### config.mk
export PLATFORM = sky130hd
export DESIGN_NAME = fifo_ctrl
export DESIGN_NICKNAME = d
export VERILOG_FILES = /design/src/rtl/fifo_ctrl.sv
export SDC_FILE = /design/constraint.sdc
export NUM_CORES = 1
export LEC_CHECK = 0
export ABC_AREA = 1
export CAP_MARGIN = 15
export CORE_UTILIZATION = 52
export DETAILED_ROUTE_END_ITERATION = 6
export GPL_TIMING_DRIVEN = 0
export PLACE_DENSITY_LB_ADDON = 0.3
export SLEW_MARGIN = 15
export SYNTH_ARGS = -nofsm -noshare
export SYNTH_HDL_FRONTEND = slang
export SYNTH_SLANG_ARGS = --single-unit
### constraint.sdc
create_clock -name clk -period 6.3 [get_ports clk]
set_input_delay 1.26 -clock clk [delete_from_list [all_inputs] [get_ports clk]]
set_output_delay 1.26 -clock clk [all_outputs]
set_load 0.05 [all_outputs]
### src/rtl/fifo_ctrl.sv
// Sequencing controller for an 8-entry transaction-layer memory: turns push/pop
// strobes into write/read enables and pointers, with occupancy flags and a sticky error state.
module fifo_ctrl #(
  parameter int unsigned DEPTH  = 8,
  parameter int unsigned ADDR_W = 3,
  parameter int unsigned CNT_W  = 4
) (
  input  logic              clk,
  input  logic              reset,
  input  logic              init,
  input  logic [CNT_W-1:0]  th_high,
  input  logic [CNT_W-1:0]  th_low,
  input  logic              push,
  input  logic              pop,
  output logic              wr_en,
  output logic              rd_en,
  output logic [ADDR_W-1:0] wr_ptr,
  output logic [ADDR_W-1:0] rd_ptr,
  output logic [CNT_W-1:0]  count,
  output logic              full,
  output logic              empty,
  output logic              almost_full,
  output logic              almost_empty,
  output logic              data_valid,
  output logic              error,
  output logic [2:0]        state
);

  typedef enum logic [2:0] {
    S_RESET  = 3'd0,
    S_INIT   = 3'd1,
    S_IDLE   = 3'd2,
    S_ACTIVE = 3'd3,
    S_ERROR  = 3'd4
  } state_t;

  state_t            r_state;
  logic [ADDR_W-1:0] r_wr_ptr;
  logic [ADDR_W-1:0] r_rd_ptr;
  logic [CNT_W-1:0]  r_count;
  logic [CNT_W-1:0]  r_th_high;
  logic [CNT_W-1:0]  r_th_low;
  logic              r_data_valid;
  logic              r_error;

  logic              w_full;
  logic              w_empty;
  logic              w_accept;
  logic              w_wr;
  logic              w_rd;
  logic              w_overflow;
  logic              w_underflow;
  logic [CNT_W-1:0]  w_count_nxt;
  logic [CNT_W-1:0]  w_th_high_clamp;

  // Status and request qualification from registered occupancy
  assign w_full          = (r_count == CNT_W'(DEPTH));
  assign w_empty         = (r_count == '0);
  assign w_accept        = (r_state == S_IDLE) || (r_state == S_ACTIVE);
  assign w_wr            = push & w_accept & ~w_full;
  assign w_rd            = pop & (r_state == S_ACTIVE) & ~w_empty;
  assign w_overflow      = push & w_accept & w_full;
  assign w_underflow     = pop & w_accept & w_empty;
  assign w_count_nxt     = r_count + CNT_W'(w_wr) - CNT_W'(w_rd);
  assign w_th_high_clamp = (th_high > CNT_W'(DEPTH)) ? CNT_W'(DEPTH) : th_high;

  // Controller state, pointers, occupancy and latched thresholds
  always_ff @(posedge clk) begin
    if (reset) begin
      r_state      <= S_RESET;
      r_wr_ptr     <= '0;
      r_rd_ptr     <= '0;
      r_count      <= '0;
      r_th_high    <= CNT_W'(DEPTH - 1);
      r_th_low     <= CNT_W'(1);
      r_data_valid <= 1'b0;
      r_error      <= 1'b0;
    end else begin
      r_data_valid <= w_rd;
      case (r_state)
        S_RESET: r_state <= S_INIT;
        S_INIT: begin
          r_th_high <= w_th_high_clamp;
          r_th_low  <= th_low;
          if (!init) r_state <= S_IDLE;
        end
        S_IDLE, S_ACTIVE: begin
          if (w_overflow || w_underflow) begin
            r_state <= S_ERROR;
            r_error <= 1'b1;
          end else begin
            if (w_wr) r_wr_ptr <= r_wr_ptr + ADDR_W'(1);
            if (w_rd) r_rd_ptr <= r_rd_ptr + ADDR_W'(1);
            r_count <= w_count_nxt;
            // A write in IDLE wins over a re-init request in the same cycle
            if (w_count_nxt != '0)
              r_state <= S_ACTIVE;
            else if ((r_state == S_IDLE) && init)
              r_state <= S_INIT;
            else
              r_state <= S_IDLE;
          end
        end
        S_ERROR: r_state <= S_ERROR;
        default: r_state <= S_RESET;
      endcase
    end
  end

  assign wr_en        = w_wr;
  assign rd_en        = w_rd;
  assign wr_ptr       = r_wr_ptr;
  assign rd_ptr       = r_rd_ptr;
  assign count        = r_count;
  assign full         = w_full;
  assign empty        = w_empty;
  assign almost_full  = (r_count >= r_th_high);
  assign almost_empty = (r_count <= r_th_low);
  assign data_valid   = r_data_valid;
  assign error        = r_error;
  assign state        = r_state;

endmodule
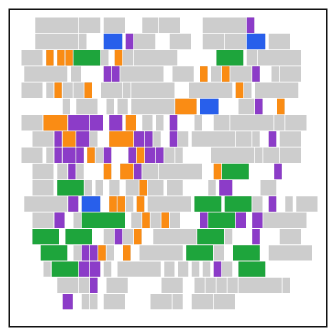
(run_1/gate_families.png)
adder and majority cells -> green  # cells 16
NOR gates -> orange  # cells 29
NAND gates -> purple  # cells 42
XOR/XNOR gates -> blue  # cells 4
number of cells in the finished layout apart from fillers: 250
multi-input logic portion of the cell area: 43.2%

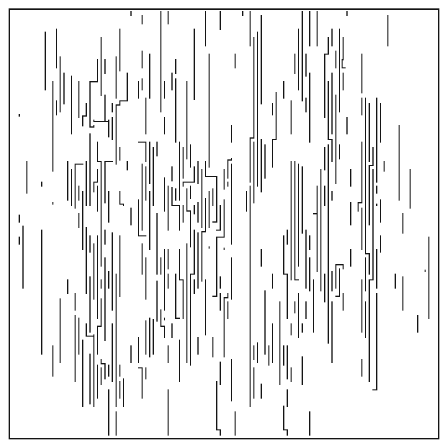
(run_1/met2.png)
main direction = vertical
wire length on this layer = 1460 microns
longest straight run = 27.2 microns
share of all routed wire = 48%
nets with wire on the layer = 210

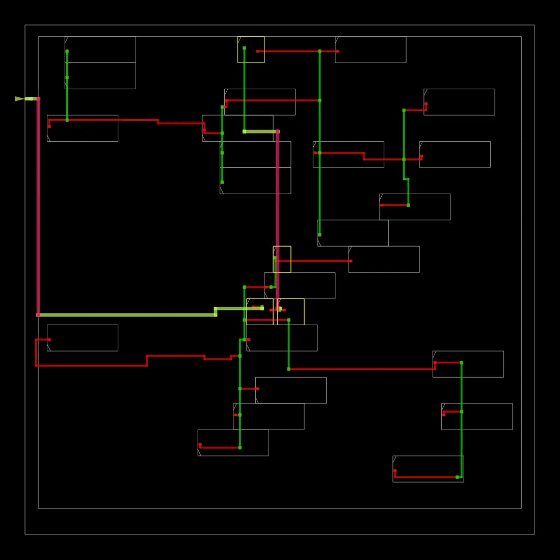
(run_1/final_clocks.png)
reported clock group power: 0.0711 mW
sequential cell count of the final layout: 23
Clk Latency, worst-skew pair: 0.32 ns

==> results.env, run 1 <==
SYNTHTOPCELLSBYAREA='sky130_fd_sc_hd__dfxtp_1, sky130_fd_sc_hd__ha_1, sky130_fd_sc_hd__nand2_1, sky130_fd_sc_hd__inv_1, sky130_fd_sc_hd__nor2_1'
POST-PLACE-CELLS=246
IO_PINS=34
YS.FLOP_TYPE='sky130_fd_sc_hd__dfxtp_1'
P_PER_AREA_nW_PER_UM2=454
CRIT_END='rd_en'
NETLIST_AREA_SQ_UM=1350
NUMBER_OF_ANTENNA_VIOLATIONS_AT_THE_FIRST_CHECK_IN_GLOBAL_ROUTING=0
WORSTPATHCELLLIST='clkdlybuf4s50_1 > inv_1 > nor2_4 > nand3_2 > inv_2 > clkdlybuf4s50_1'
WORST_R2R_PATH_DEPTH=16
SIMPLE_GATE_SHARE_PCT=24.5
PG_SEQ_mW=0.216
COMBINATIONALPOWERSHARE_PCT=63.7
CLOCKBUFFERCOUNT=3
GRT_UTIL_ALL_LAYERS_PCT=24.0
CTS_HOLD_BUF=0
HP-START='r_th_low[3]'
GLOBAL_ROUTE_WIRE_LENGTH_BEFORE_REPAIR_MICRONS=4990
DETAILED_PLACE_HPWL_MICRONS=2390
OPENROAD.WARNINGS=27
SETUP.WORST_PATH.START='pop'
CRITICAL_PATH.MOST_COMMON_CELL='sky130_fd_sc_hd__clkdlybuf4s50_1'
R2R-END='state[1]'
SKEW_NS=0.00667
HOLD_PATH.CLASS='flop to flop'
FLOP_AREA_SQ_UM=460
VIAS_PER_CELL=5.17
GRT_UTIL_MET1_PCT=30.5
SYNTH-SEQ-AREA-SHARE_PCT=34.2
YOSYS_AREA_SQ_UM=1350
YS_TOP_CELLS_BY_COUNT='sky130_fd_sc_hd__nand2_1, sky130_fd_sc_hd__inv_1, sky130_fd_sc_hd__dfxtp_1, sky130_fd_sc_hd__nor2_1, sky130_fd_sc_hd__ha_1'
PWR-SHARE-CLK_PCT=9.0
SYNTH_COMPOUND_GATE_AREA_SHARE_PCT=13.4
CLOCK_TREE_AREA_FRACTION_PCT=1.58
CHIP_HEIGHT_MICRONS=52.9
TOP_LAYER='met4'
STARTPOINT_TYPE='input pin'
GRT_USE_MET2_PCT=41.1
MAX-VDD-IR-DROP_V=0.000328
CTS_RESIZED=0
SYNTH-ASYNC-RESET-RATIO_PCT=0
XOR_AREA_SHARE_PCT=2.60
MIN_TO='r_th_low[3]'
FINAL_PERIOD_MINUS_WORST_SETUP_SLACK_NS=4.18
FINAL_DESIGN_AREA_NO_FILL_SQ_UM=1740
BUFFER_PORTS.INSERTED=33
SLEW_HEADROOM_PCT=66.2
LARGEST_AREA_CELL='sky130_fd_sc_hd__dfxtp_1'
TIMING_HOLD_VIOLATIONS_FINAL=0
PORTION_OF_SYNTHESIZED_CELL_AREA_OCCUPIED_BY_THE_LEADING_CELL_TYPE_PCT=34.2
DIE_WIDTH_MICRONS=52.9
VIAS_POST_DR=1292
DRTANTENNAVIOLNETS=0
FLOORPLAN.INITIALDENSITY_PCT=54.8
FF2FF_SETUP_SLACK_NS=3.40
DRIVE_ABOVE_1_SHARE_PCT=10.5
SYNTH.AREA.MUX_SHARE_PCT=0
STATUS='complete, no violations'
TOTAL_PLACED_INSTANCE_AREA_SQ_UM=1710
DOMINANT_CELLS='logic gates'
CTS_HTREE_LEVELS=1
PLACE_WORST_SETUP_SLACK_NS=2.12
SYN_AVG_CELL_AREA_SQ_UM=7.36
MET2_WIRELENGTH_MICRONS=1460
FMAX_MHz=239
POWER_FRAC_SEQ_PCT=27.3
TOP_POWER_GROUP='combinational logic'
WL_MET1_MICRONS=1410
WL_MET3_MICRONS=117
FIN_WORST_SETUP_SLACK_NS=2.12
DRC=0
LAYOUT_TOP_CELLS='sky130_fd_sc_hd__clkdlybuf4s50_1, sky130_fd_sc_hd__nand2_1, sky130_fd_sc_hd__inv_1'
SWITCHING_SHARE_PCT=51.9
SYNTH.YOSYS.WARNINGS=0
FINALMAXSLEWVIOLATIONS=0
CTS_ROOT_BUFFER='sky130_fd_sc_hd__clkbuf_4'
==> run 2, diff against run 1 <==
- CORE_UTILIZATION: 52 -> 44
- clock period: 6.3 -> 3.6 ns (I/O delays scaled with it)
==> results.env, run 2 <==
PWR-SHARE-CLK_PCT=8.8
CTS_HTREE_LEVELS=1
DIE_WIDTH_MICRONS=57.3
IO_PINS=34
GLOBAL_ROUTE_WIRE_LENGTH_BEFORE_REPAIR_MICRONS=4690
P_PER_AREA_nW_PER_UM2=782
CRITICAL_PATH.MOST_COMMON_CELL='sky130_fd_sc_hd__clkdlybuf4s50_1'
NFLOPSANDLATCHES=23
HP-START='r_th_low[3]'
CLOCK_TREE_AREA_FRACTION_PCT=1.58
SYN_AVG_CELL_AREA_SQ_UM=7.36
PORTION_OF_SYNTHESIZED_CELL_AREA_OCCUPIED_BY_THE_LEADING_CELL_TYPE_PCT=34.2
DRC=4
DETAILED_PLACE_HPWL_MICRONS=2170
WORSTPATHCELLLIST='clkdlybuf4s50_1 > inv_1 > nor2_4 > nand3_2 > inv_2 > clkdlybuf4s50_1'
SYNTH_COMPOUND_GATE_AREA_SHARE_PCT=13.4
FIN_WORST_SETUP_SLACK_NS=0.496
PLACE_WORST_SETUP_SLACK_NS=0.203
SYNTH-SEQ-AREA-SHARE_PCT=34.2
GRT_UTIL_MET1_PCT=26.2
HOLD_PATH.CLASS='flop to flop'
ROWS=19
FLOP_AREA_SQ_UM=460
SKEW_NS=0.00879
NUMBER_OF_ANTENNA_VIOLATIONS_AT_THE_FIRST_CHECK_IN_GLOBAL_ROUTING=0
SYNTH.YOSYS.WARNINGS=0
POWERCLK_mW=0.121
FF2FF_SETUP_SLACK_NS=0.69
NETLIST_AREA_SQ_UM=1350
SWITCHING_SHARE_PCT=51.3
TOTAL_PLACED_INSTANCE_AREA_SQ_UM=1720
CTS_ROOT_BUFFER='sky130_fd_sc_hd__clkbuf_4'
R2R-END='state[0]'
BUFFER_PORTS.INSERTED=33
CRIT_END='rd_en'
CP_TOP_FAMILY='buffers and inverters'
VIAS_PER_CELL=4.93
SLEW_HEADROOM_PCT=65.8
WL_MET1_MICRONS=1390
LAYOUT_TOP_CELLS='sky130_fd_sc_hd__clkdlybuf4s50_1, sky130_fd_sc_hd__nand2_1, sky130_fd_sc_hd__inv_1'
MAX-VDD-IR-DROP_V=0.000350
STATUS='finished with violations'
SYNTH.AREA.MUX_SHARE_PCT=0
FINALMAXSLEWVIOLATIONS=0
MET2_WIRELENGTH_MICRONS=1240
MIN_TO='r_th_low[3]'
CHIP_HEIGHT_MICRONS=57.3
CTS_HOLD_BUF=0
YOSYS_AREA_SQ_UM=1350
DRTANTENNAVIOLNETS=0
OPENROAD.WARNINGS=27
POST-PLACE-CELLS=247
CTS_RESIZED=0
MAPPEDNETLISTNETS=212
COMB_SHARE_PCT=43.2
STARTPOINT_TYPE='input pin'
SYNTHTOPCELLSBYAREA='sky130_fd_sc_hd__dfxtp_1, sky130_fd_sc_hd__ha_1, sky130_fd_sc_hd__nand2_1, sky130_fd_sc_hd__inv_1, sky130_fd_sc_hd__nor2_1'
VIAS_POST_DR=1237
WORST_R2R_PATH_DEPTH=16
TOP_LAYER='met4'
WL_MET3_MICRONS=179
POWER_FRAC_SEQ_PCT=27.6
TOP_POWER_GROUP='combinational logic'
FAILED_CHECKS='DRC'
CLOCKBUFFERCOUNT=3
FINISH.CELL_COUNT_WITHOUT_FILLERS=251
SETUP.WORST_PATH.START='pop'
SIMPLE_GATE_SHARE_PCT=24.5
CLK-INSERTION-DELAY-LATE_NS=0.31
TIMING_HOLD_VIOLATIONS_FINAL=0
DOMINANT_CELLS='logic gates'
FMAX_MHz=322
XOR_AREA_SHARE_PCT=2.60
FLOORPLAN.INITIALDENSITY_PCT=47.6
LARGEST_AREA_CELL='sky130_fd_sc_hd__dfxtp_1'
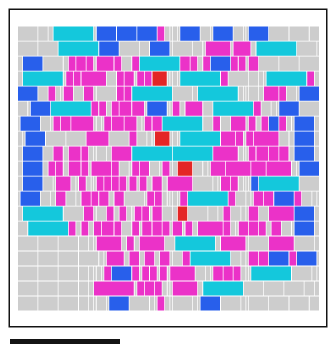
(run_2/cell_classes.png)
Bar = 20 microns. Fill, decap, tap and diode cells in gray.
all other logic -> magenta  # cells 158, share of their area 51%
flops -> cyan  # cells 23, share of their area 27%
other buffers and delay cells -> blue  # cells 35, share of their area 20%
clock drivers and dummy loads -> red  # cells 4, share of their area 1.6%
post-layout utilization of the core: 61.6%
post-route cell area: 1740 sq um
sequential share of cell area: 26.4%

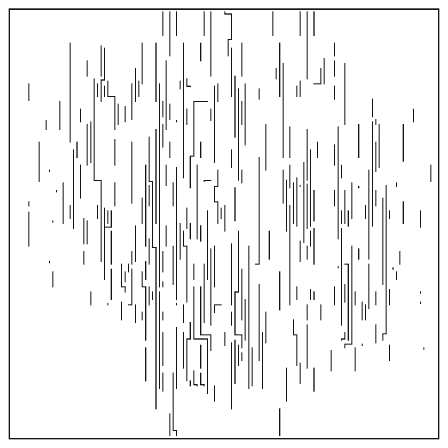
(run_2/met2.png)
nets with wire on the layer = 192
wire length on this layer = 1240 microns
main direction = vertical
share of all routed wire = 44%
total wire length: 2820 microns
fraction of met2 tracks used by global routing: 28.7%

No activity file was given, so power comes from the tool's default toggle rates.
